**Wiring by layer**

Scale bar: 20 µm. Two of the layers only.
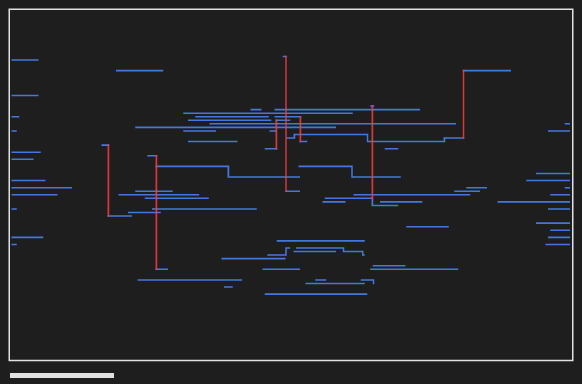
**Gate-type map**

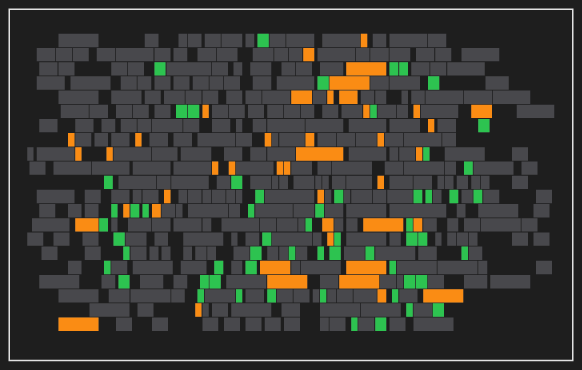
**Cells colored by class**

Scale bar: 20 µm.
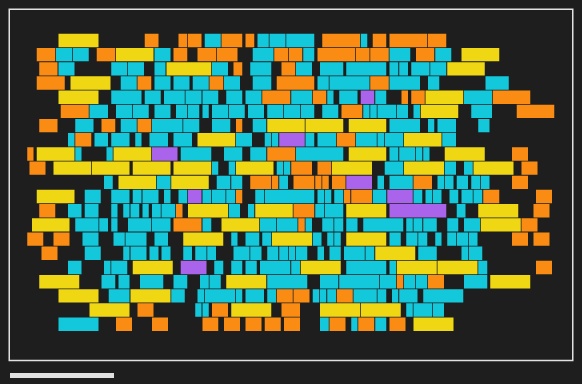
**Routing congestion**

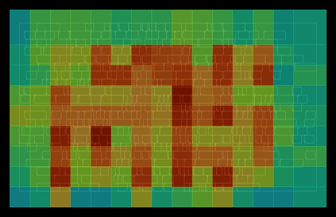
### config.mk
export PLATFORM = sky130hd
export DESIGN_NAME = rf_hazard_ctrl
export DESIGN_NICKNAME = d
export VERILOG_FILES = /design/src/rtl/rf_hazard_ctrl_pkg.sv /design/src/rtl/rf_hazard_ctrl_tag_match.sv /design/src/rtl/rf_hazard_ctrl.sv
export SDC_FILE = /design/constraint.sdc
export NUM_CORES = 1
export LEC_CHECK = 0
export CAP_MARGIN = 20
export CORE_ASPECT_RATIO = 0.6
export CORE_MARGIN = 3
export CORE_UTILIZATION = 46
export DETAILED_ROUTE_END_ITERATION = 16
export GPL_TIMING_DRIVEN = 0
export PLACE_DENSITY = 0.81
export SETUP_SLACK_MARGIN = 0.05
export SLEW_MARGIN = 20
export SYNTH_ARGS = -nofsm -noshare
export SYNTH_HDL_FRONTEND = slang
export SYNTH_SLANG_ARGS = --single-unit
export TNS_END_PERCENT = 20
### constraint.sdc
create_clock -name clk -period 2.5 [get_ports clk]
set_clock_uncertainty 0.1 [all_clocks]
set_input_delay 0.625 -clock clk [delete_from_list [all_inputs] [get_ports clk]]
set_output_delay 0.625 -clock clk [all_outputs]
set_load 0.1 [all_outputs]
### src/rtl/rf_hazard_ctrl_pkg.sv
// Shared types for the register-file hazard controller: forwarding-select
// encoding, tag-slot layouts and slot-match helpers.
package rf_hazard_ctrl_pkg;

  localparam int unsigned REG_W = 5;
  localparam logic [REG_W-1:0] REG_ZERO = '0;

  typedef enum logic [1:0] {
    FWD_RF  = 2'd0,
    FWD_EX  = 2'd1,
    FWD_MEM = 2'd2,
    FWD_WB  = 2'd3
  } fwd_sel_e;

  // Bit positions inside a match vector.
  localparam int unsigned M_EX  = 0;
  localparam int unsigned M_MEM = 1;
  localparam int unsigned M_WB  = 2;

  // EX slot keeps the load flag; once an instruction leaves EX its result is
  // always forwardable, so MEM/WB slots only carry what matching needs.
  typedef struct packed {
    logic             v;
    logic [REG_W-1:0] rd;
    logic             we;
    logic             ld;
  } tag_slot_t;

  typedef struct packed {
    logic             v;
    logic [REG_W-1:0] rd;
    logic             we;
  } fwd_slot_t;

  localparam int unsigned FWD_SLOT_W = $bits(fwd_slot_t);

  function automatic fwd_slot_t fwd_view(input tag_slot_t s);
    fwd_slot_t f;
    f.v  = s.v;
    f.rd = s.rd;
    f.we = s.we;
    return f;
  endfunction

  function automatic logic slot_hit(input fwd_slot_t s, input logic [REG_W-1:0] r);
    return s.v && s.we && (s.rd == r) && (r != REG_ZERO);
  endfunction

  // Youngest producer wins.
  function automatic fwd_sel_e fwd_pick(input logic [2:0] m);
    if (m[M_EX])       return FWD_EX;
    else if (m[M_MEM]) return FWD_MEM;
    else if (m[M_WB])  return FWD_WB;
    else               return FWD_RF;
  endfunction

endpackage

### src/rtl/rf_hazard_ctrl_tag_match.sv
// rf_tag_match: compares one source register index against the EX, MEM and
// WB tag slots.
//   src      - source register index
//   ex_slot  - EX slot  {v, rd, we}
//   mem_slot - MEM slot {v, rd, we}
//   wb_slot  - WB slot  {v, rd, we}
//   match    - per-slot hit vector, bit M_EX/M_MEM/M_WB
module rf_tag_match
  import rf_hazard_ctrl_pkg::*;
(
  input  logic [REG_W-1:0]      src,
  input  logic [FWD_SLOT_W-1:0] ex_slot,
  input  logic [FWD_SLOT_W-1:0] mem_slot,
  input  logic [FWD_SLOT_W-1:0] wb_slot,
  output logic [2:0]            match
);

  always_comb begin
    match        = '0;
    match[M_EX]  = slot_hit(fwd_slot_t'(ex_slot), src);
    match[M_MEM] = slot_hit(fwd_slot_t'(mem_slot), src);
    match[M_WB]  = slot_hit(fwd_slot_t'(wb_slot), src);
  end

endmodule

### src/rtl/rf_hazard_ctrl.sv
// rf_hazard_ctrl: register-file hazard scheduler for the 5-stage pipeline.
// Tracks destination tags in EX/MEM/WB, selects per-operand forwarding, and
// stalls IF/ID with an EX bubble on load-use (or any RAW when FWD_EN=0).
//   clk, rst (sync, active-low), hold (global freeze), flush (kill ID)
//   id_*       - ID-stage instruction descriptor
//   stall      - freeze PC and IF/ID
//   ex_bubble  - load NOP into ID/EX
//   fwd_sel1/2 - operand source: 0 RF, 1 EX, 2 MEM, 3 WB
//   stall_cnt  - saturating count of un-held stall cycles
module rf_hazard_ctrl
  import rf_hazard_ctrl_pkg::*;
#(
  parameter bit          FWD_EN = 1'b1,
  parameter int unsigned CNT_W  = 32
) (
  input  logic             clk,
  input  logic             rst,
  input  logic             hold,
  input  logic             flush,
  input  logic             id_valid,
  input  logic [4:0]       id_rs1,
  input  logic [4:0]       id_rs2,
  input  logic             id_rs1_used,
  input  logic             id_rs2_used,
  input  logic [4:0]       id_rd,
  input  logic             id_we,
  input  logic             id_is_load,
  output logic             stall,
  output logic             ex_bubble,
  output logic [1:0]       fwd_sel1,
  output logic [1:0]       fwd_sel2,
  output logic [CNT_W-1:0] stall_cnt
);

  tag_slot_t        ex_slot_q,  ex_slot_d;
  fwd_slot_t        mem_slot_q, mem_slot_d;
  fwd_slot_t        wb_slot_q,  wb_slot_d;
  logic [CNT_W-1:0] stall_cnt_q, stall_cnt_d;

  logic [2:0] match1, match2;
  logic       ld_use, any_raw, raw_stall;
  fwd_sel_e   sel1, sel2;

  rf_tag_match u_match1 (
    .src      (id_rs1),
    .ex_slot  (fwd_view(ex_slot_q)),
    .mem_slot (mem_slot_q),
    .wb_slot  (wb_slot_q),
    .match    (match1)
  );

  rf_tag_match u_match2 (
    .src      (id_rs2),
    .ex_slot  (fwd_view(ex_slot_q)),
    .mem_slot (mem_slot_q),
    .wb_slot  (wb_slot_q),
    .match    (match2)
  );

  always_comb begin
    ld_use  = ex_slot_q.ld & ((id_rs1_used & match1[M_EX]) | (id_rs2_used & match2[M_EX]));
    any_raw = (id_rs1_used & (|match1)) | (id_rs2_used & (|match2));

    raw_stall = id_valid & (FWD_EN ? ld_use : any_raw);

    sel1 = FWD_RF;
    sel2 = FWD_RF;
    if (FWD_EN) begin
      if (id_rs1_used) sel1 = fwd_pick(match1);
      if (id_rs2_used) sel2 = fwd_pick(match2);
    end

    // flush discards the ID instruction, so its hazard is moot.
    stall     = raw_stall & ~flush;
    ex_bubble = (stall | flush) & ~hold;
    fwd_sel1  = sel1;
    fwd_sel2  = sel2;
  end

  always_comb begin
    ex_slot_d   = ex_slot_q;
    mem_slot_d  = mem_slot_q;
    wb_slot_d   = wb_slot_q;
    stall_cnt_d = stall_cnt_q;
    if (!hold) begin
      wb_slot_d  = mem_slot_q;
      mem_slot_d = fwd_view(ex_slot_q);
      if (stall || flush || !id_valid) begin
        ex_slot_d = '0;
      end else begin
        ex_slot_d.v  = 1'b1;
        ex_slot_d.rd = id_rd;
        ex_slot_d.we = id_we;
        ex_slot_d.ld = id_is_load;
      end
      if (stall && (stall_cnt_q != '1)) begin
        stall_cnt_d = stall_cnt_q + CNT_W'(1);
      end
    end
  end

  always_ff @(posedge clk) begin
    if (!rst) begin
      ex_slot_q   <= '0;
      mem_slot_q  <= '0;
      wb_slot_q   <= '0;
      stall_cnt_q <= '0;
    end else begin
      ex_slot_q   <= ex_slot_d;
      mem_slot_q  <= mem_slot_d;
      wb_slot_q   <= wb_slot_d;
      stall_cnt_q <= stall_cnt_d;
    end
  end

  assign stall_cnt = stall_cnt_q;

endmodule

==> results.yml <==
# yosys + openroad results
worst_setup_path:
  setup.worst_path.end: "ex_bubble"
  r2r-start: "ex_slot_q[2]$_SDFFE_PN0N_"
  critical_path.cell_chain: "buf_6 > xor2_1 > or4_4 > or3_4 > a21oi_4 > buf_12"
  cp-start-kind: "input port"
  cpPeakStageDelay_ps: 530
  path_buffers: 2
  path_delay_family: "simple AND/OR/NAND/NOR gates"
  critPathSlowestCell: "or4_4"
  critPathLaunch: "id_rs2[1]"
logic_synthesis:
  synthAoiAreaFrac_pct: 14.6
  yosys_area_um2: 2860
  ys_sh_simple_pct: 26.9
  yosysWarnings: 0
  synthTopLogicFamily: "simple AND/OR/NAND/NOR gates"
  ys_dominant_reg_cell: "dfxtp_1"
  syn_avg_cell_area_um2: 8.60
global_routing:
  antenna_found_initial: 0
  grt_pass1_wl_um: 14100
  grt_pass1_vias: 2688
timing:
  worst_pin_slew_ps: 977
  max_freq_mhz: 344
  setup_ws_ps: -410
  setup_viol: 38
  period_used_pct: 116
die:
  die_y_um: 67.0
  taps: 80
  io_pins: 62
  die_x_um: 108
  die-area_um2: 7220
status:
  violations: "setup timing"
  status: "complete, but fails checks"
clock_network:
  cts_tree: "done"
  root_buffer: "clkbuf_8"
  post-cts-setup-buffers: 10
placement:
  gp_congestion: 0.911
  hpwl_um: 6160
layout:
  nFillCells: 417
  area_dominant_class: "combinational gates"
  largest_reg_flops: 32
  fin_nets: 439
  comb_share_pct: 47.1
route:
  drc: 0
Notes on 'wiring by layer' above:
color	layer	wire length
red	met4	102 µm
blue	met3	702 µm

Notes on 'gate-type map' above:
color	family	cells	most used
orange	NOR gates	43	nor2_1
green	NAND gates	58	nand2_1

Notes on 'cells colored by class' above:
color	class	cells	share of their area
yellow	flip-flops	54	27%
orange	other buffers and delay cells	93	21%
purple	clock drivers and dummy loads	8	2.8%
cyan	all other logic	260	49%

Notes on 'routing congestion' above:
final core utilization: 72.9%
grt met3 use: 5.71%
met1 Usage GRT: 35.7%
GR peak layer: met2

